==> src/rtl/rsa_exp_seq.sv <==
// Square-and-multiply sequencer: scans the exponent MSB-first and issues one modular multiply at a time.
// Define RSA_EXP_SEQ_LZ_SKIP_EN to skip leading zero bits; otherwise a fixed ONE + SQR/MUL-per-bit sequence runs.
module rsa_exp_seq #(
  parameter int WIDTH = 8
) (
  input  logic             clk,
  input  logic             rst,
  input  logic             start,
  input  logic [WIDTH-1:0] exponent,
  input  logic             mult_done,
  output logic             mult_start,
  output logic [1:0]       op_a_sel,
  output logic [1:0]       op_b_sel,
  output logic             acc_we,
  output logic             busy,
  output logic             done
);

  localparam int IW = (WIDTH > 2) ? $clog2(WIDTH) : 1;

  localparam logic [1:0] SEL_ONE  = 2'b00;
  localparam logic [1:0] SEL_ACC  = 2'b01;
  localparam logic [1:0] SEL_BASE = 2'b10;
  localparam logic [1:0] SEL_ZERO = 2'b11;

  typedef enum logic [2:0] {S_IDLE, S_SCAN, S_ISSUE, S_WAIT, S_DONE} state_t;

  state_t           state_q, state_d;
  logic [WIDTH-1:0] exp_q, exp_d;
  logic [IW-1:0]    idx_q, idx_d;
  logic             pend_q, pend_d;
  logic             one_q, one_d;
  logic [1:0]       sel_a_q, sel_a_d;
  logic [1:0]       sel_b_q, sel_b_d;
  logic [IW-1:0]    idx_m1;

  assign idx_m1   = idx_q - IW'(1);
  assign op_a_sel = sel_a_q;
  assign op_b_sel = sel_b_q;

  always_ff @(posedge clk) begin
    if (rst) begin
      state_q <= S_IDLE;
      idx_q   <= '0;
      pend_q  <= 1'b0;
      one_q   <= 1'b0;
      sel_a_q <= SEL_ZERO;
      sel_b_q <= SEL_ZERO;
    end else begin
      state_q <= state_d;
      idx_q   <= idx_d;
      pend_q  <= pend_d;
      one_q   <= one_d;
      sel_a_q <= sel_a_d;
      sel_b_q <= sel_b_d;
    end
  end

  // Captured exponent is pure data; it only matters once a start has loaded it.
  always_ff @(posedge clk) begin
    exp_q <= exp_d;
  end

  always_comb begin
    state_d    = state_q;
    exp_d      = exp_q;
    idx_d      = idx_q;
    pend_d     = pend_q;
    one_d      = one_q;
    sel_a_d    = sel_a_q;
    sel_b_d    = sel_b_q;
    mult_start = 1'b0;
    acc_we     = 1'b0;
    done       = 1'b0;
    busy       = (state_q != S_IDLE);

    case (state_q)
      S_IDLE: begin
        if (start) begin
          exp_d   = exponent;
          idx_d   = IW'(WIDTH - 1);
          pend_d  = 1'b0;
          one_d   = 1'b0;
          state_d = S_SCAN;
        end
      end

      S_SCAN: begin
`ifdef RSA_EXP_SEQ_LZ_SKIP_EN
        if (exp_q[idx_q]) begin
          sel_a_d = SEL_BASE;
          sel_b_d = SEL_ONE;
          one_d   = 1'b0;
          state_d = S_ISSUE;
        end else if (idx_q == '0) begin
          sel_a_d = SEL_ONE;
          sel_b_d = SEL_ONE;
          one_d   = 1'b1;
          state_d = S_ISSUE;
        end else begin
          idx_d = idx_m1;
        end
`else
        sel_a_d = SEL_ONE;
        sel_b_d = SEL_ONE;
        one_d   = 1'b1;
        state_d = S_ISSUE;
`endif
      end

      S_ISSUE: begin
        mult_start = 1'b1;
        state_d    = S_WAIT;
      end

      S_WAIT: begin
        if (mult_done) begin
          acc_we = 1'b1;
          if (pend_q) begin
            pend_d  = 1'b0;
            one_d   = 1'b0;
            sel_a_d = SEL_ACC;
            sel_b_d = SEL_BASE;
            state_d = S_ISSUE;
`ifdef RSA_EXP_SEQ_LZ_SKIP_EN
          end else if ((idx_q == '0) || one_q) begin
            sel_a_d = SEL_ZERO;
            sel_b_d = SEL_ZERO;
            state_d = S_DONE;
`else
          end else if (one_q) begin
            // After ONE the first square consumes the MSB without moving idx.
            one_d   = 1'b0;
            sel_a_d = SEL_ACC;
            sel_b_d = SEL_ACC;
            pend_d  = exp_q[idx_q];
            state_d = S_ISSUE;
          end else if (idx_q == '0) begin
            sel_a_d = SEL_ZERO;
            sel_b_d = SEL_ZERO;
            state_d = S_DONE;
`endif
          end else begin
            idx_d   = idx_m1;
            one_d   = 1'b0;
            sel_a_d = SEL_ACC;
            sel_b_d = SEL_ACC;
            pend_d  = exp_q[idx_m1];
            state_d = S_ISSUE;
          end
        end
      end

      S_DONE: begin
        done    = 1'b1;
        state_d = S_IDLE;
      end

      default: begin
        state_d = S_IDLE;
      end
    endcase
  end

endmodule

==> config.mk <==
export PLATFORM = sky130hd
export DESIGN_NAME = rsa_exp_seq
export DESIGN_NICKNAME = d
export VERILOG_FILES = /design/src/rtl/rsa_exp_seq.sv
export SDC_FILE = /design/constraint.sdc
export NUM_CORES = 1
export LEC_CHECK = 0
export ABC_CLOCK_PERIOD_IN_PS = 2120
export CAP_MARGIN = 15
export CORE_ASPECT_RATIO = 0.8
export CORE_MARGIN = 2
export CORE_UTILIZATION = 49
export CTS_BUF_LIST = sky130_fd_sc_hd__clkbuf_16
export CTS_CLUSTER_DIAMETER = 60
export DETAILED_ROUTE_END_ITERATION = 16
export PLACE_DENSITY = 0.77
export SETUP_SLACK_MARGIN = 0.02
export SLEW_MARGIN = 15
export SYNTH_ARGS = -nofsm -noshare
export SYNTH_HDL_FRONTEND = slang
export SYNTH_SLANG_ARGS = --single-unit
export TNS_END_PERCENT = 100
==> constraint.sdc <==
create_clock -name clk -period 2.12 [get_ports clk]
set_input_delay 0.424 -clock clk [delete_from_list [all_inputs] [get_ports clk]]
set_output_delay 0.424 -clock clk [all_outputs]
set_load 0.01 [all_outputs]
Figure 1. Clock routing (run 1).
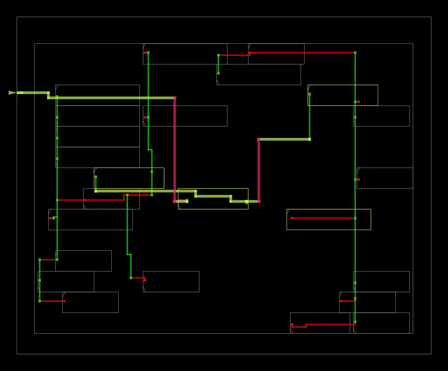
Num CTS Buffers: 3
final clock skew: 0.0008640 ns
clock network power: 0.508 mW

Figure 2. Supply network (run 1).
(6 px per um) Pins as bars on the die edge. Tap cells in grey.
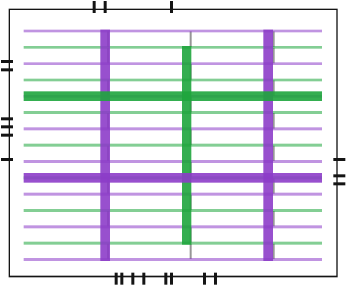
colour	net
purple	VSS
green	VDD
met4 straps	3
met5 straps	2

==> deck_impl_summary.md, run 1 <==
Physical Implementation Snapshot

Status
  • Status: finished, final reports clean

STA
  • Post-route minimum period: 1.912 ns
  • RSZ-0062 raised after global routing: no
  • Fmax: 523.0 MHz

Global route
  • Initial antenna violation count: 0
  • GRT Overall Usage: 19.09%

Cells and area
  • Most frequent logic cells in the routed design: clkdlybuf4s50_1, dfxtp_1, edfxtp_1
  • Comb_multi_in: 61
  • Number of fillers in the final layout: 140
  • Sequential cell count: 20

Synthesis
  • Post-synth top area cell: dfxtp_1
  • Yosys synthesis warning count: 0
  • Most common cell in the netlist: dfxtp_1
  • MUX area fraction: 10.06%
  • Yosys cell types: 40
  • Top cells by count: dfxtp_1, edfxtp_1, nand2_1
  • Synth Flop Type: dfxtp_1

Floorplan
  • Starting Density: 52.58%

Power
  • Max VDD drop: 0.8123 mV
  • Net Sw Power: 0.2833 mW
  • Leak: 0.5242 nW
  • Power, Total: 1.250 mW
  • Biggest consumer: the clock network

Clocking
  • H-Tree Depth: 1
  • Cts hold-fix bufs: 0
  • Clk buf depth: 2

Detailed routing
  • # DRC: 0
  • Post-route antenna net violation count: 0

Place
  • Placed Instances: 135

Worst setup path
  • Crit path DAT: 1.49 ns
Figure 3. Met2 routing (run 1).
(4 px per um)
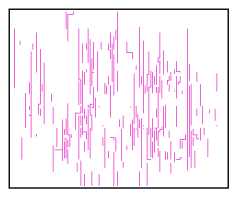
main direction	vertical
longest straight run	35.4 um
wire length on this layer	882 um
share of all routed wire	46%

Figure 4. Wiring by layer (run 1).
(6 px per um)
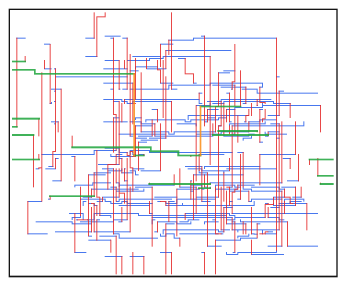
colour	layer	wire length
red	met2	882 um
orange	met4	21.8 um
blue	met1	913 um
green	met3	110 um

run 1: flip-flops by register name (all words and copies together) (netlist names):
signal and cells:
op_a_sel 2, exp_q 8, pend_q 1, one_q 1
state_q 3, op_b_sel 2, idx_q 3
run 1: worst paths after layout:
path                    start          end  slack, ns  depth (start not counted)
hold / removal    op_a_sel[1]  op_a_sel[1]       0.49                          2
setup reg to reg     idx_q[0]       pend_q       0.52                          6
hold reg to reg   op_a_sel[1]  op_a_sel[1]       0.49                          2
setup / recovery   state_q[2]         done       0.21                          2
run 1: layer usage:
metal	global-route usage, %	routed length (um)
met1	26.10	912
met2	27.47	881
met3	7.770	110
met4	6.500	21
met5	0	0
run 1: worst max-delay path, stage by stage, from the launching register on:
cell	delay, ns
dfxtp_1	0.53
and2_1	0.18
clkdlybuf4s50_1	0.53
Figure 5. The metal 3 layer (run 1).
(4 px per um) Cells faint in the background.
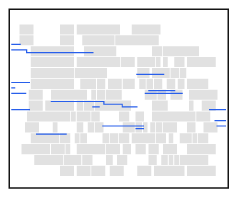

## Run 2: what changed since run 1
- ABC_CLOCK_PERIOD_IN_PS: 2120 -> 2400
- CORE_UTILIZATION: 49 -> 55
- DONT_BUFFER_PORTS: default -> 1
- PLACE_DENSITY: 0.77 -> 0.7
- TNS_END_PERCENT: 100 -> 10
- clock period: 2.12 -> 2.4 ns (I/O delays scaled with it)
Figure 6. The metal 3 layer (run 2).
(6 px per um) Cells faint in the background.
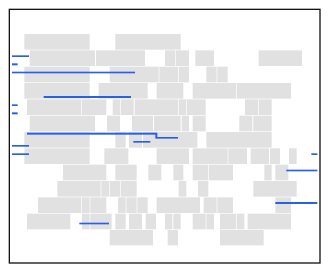
share of all routed wire	5.2%
wire length on this layer	89.0 um
grt met3 use: 8.571%
wirelength, routed: 1712 um
via count: 665

Figure 7. Wiring by layer (run 2).
(8 px per um)
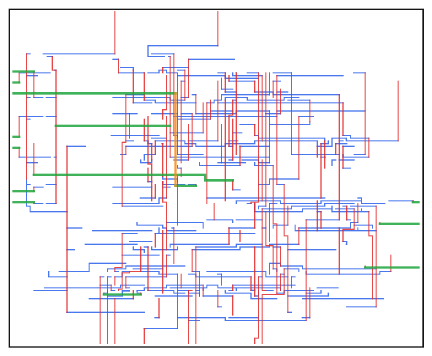
colour	layer	wire length
orange	met4	11.6 um
blue	met1	884 um
green	met3	89.0 um
red	met2	729 um
WL/cell: 15.29 um
GRT Overall Usage: 19.34%

==> deck_impl_summary.md, run 2 <==
Physical Implementation Snapshot

Status
  • Status: finished, final reports clean

Cells and area
  • Largest regs: exp_q (8), idx_q (3), state_q (3)
  • Comb_multi_in: 61 (unchanged)
  • Largest Register: exp_q
  • Number of fillers in the final layout: 135 (-3.6%)
  • Sequential cell count: 20 (unchanged)

Power
  • Net Sw Power: 0.2413 mW (-15%)
  • Max VDD drop: 0.8195 mV (+0.89%)

Worst setup path
  • Reg-to-Reg End: pend_q
  • Crit path DAT: 1.34 ns (-0.15 ns)
  • CP bufs+invs: 1 (unchanged)
  • Depth of the most critical reg-to-reg path: 6 (unchanged)
  • Reg2Reg Setup Slack: 0.59 ns (+0.07 ns)
  • Critical path origin: state_q[0]
  • CP peak stage delay: 0.46 ns (-0.07 ns)

Clocking
  • H-Tree Depth: 1 (unchanged)
  • Clk buf depth: 2 (unchanged)
  • Num CTS Buffers: 3 (unchanged)
  • Cts hold-fix bufs: 0 (unchanged)

Synthesis
  • Synth Flop Type: dfxtp_1
  • Post-synth top area cell: dfxtp_1
  • Top cells by count: dfxtp_1, edfxtp_1, nand2_1
  • Yosys synthesis warning count: 0 (unchanged)

STA
  • Post-route minimum period: 1.825 ns
  • Fmax: 548.0 MHz

Global route
  • Initial antenna violation count: 0 (unchanged)

Detailed routing
  • Post-route antenna net violation count: 0 (unchanged)
  • Met3 Routed Length: 89 um (-19%)

Place
  • Placed Instances: 108 (-20%)

Floorplan
  • Starting Density: 59.95% (+7.4 points)
-- run 2: cells by family after synthesis --
family                     after synthesis  synth area share [%]
and+or+nand+nor                         31                 17.74
xor gates and xnor gates                 1                0.8807
adders and majority gates                2                 2.515
DFF                                     20                 48.30
buffers and inverters                    9                 4.401
muxes                                    6                 10.06
AOI/OAI and AO/OA                       21                 16.10
-- run 2: worst register-to-register path, stage by stage (launching register included) --
cell and delay (ns):
dfxtp_1 0.49, inv_1 0.11, ha_1 0.35, mux4_2 0.31
mux2i_1 0.14, o22ai_1 0.09, a32o_1 0.21
-- run 2: power by group through the flow --
stage	registers (mW)	clock network, mW	logic [mW]
after detailed placement	0.434	0	0.166
final	0.427	0.453	0.168
after CTS	0.427	0.463	0.168
after global routing	0.433	0.477	0.189
after global placement	0.433	0	0.162
after floorplan	0.416	0	0.157
Power is estimated from default activity; no workload was simulated.
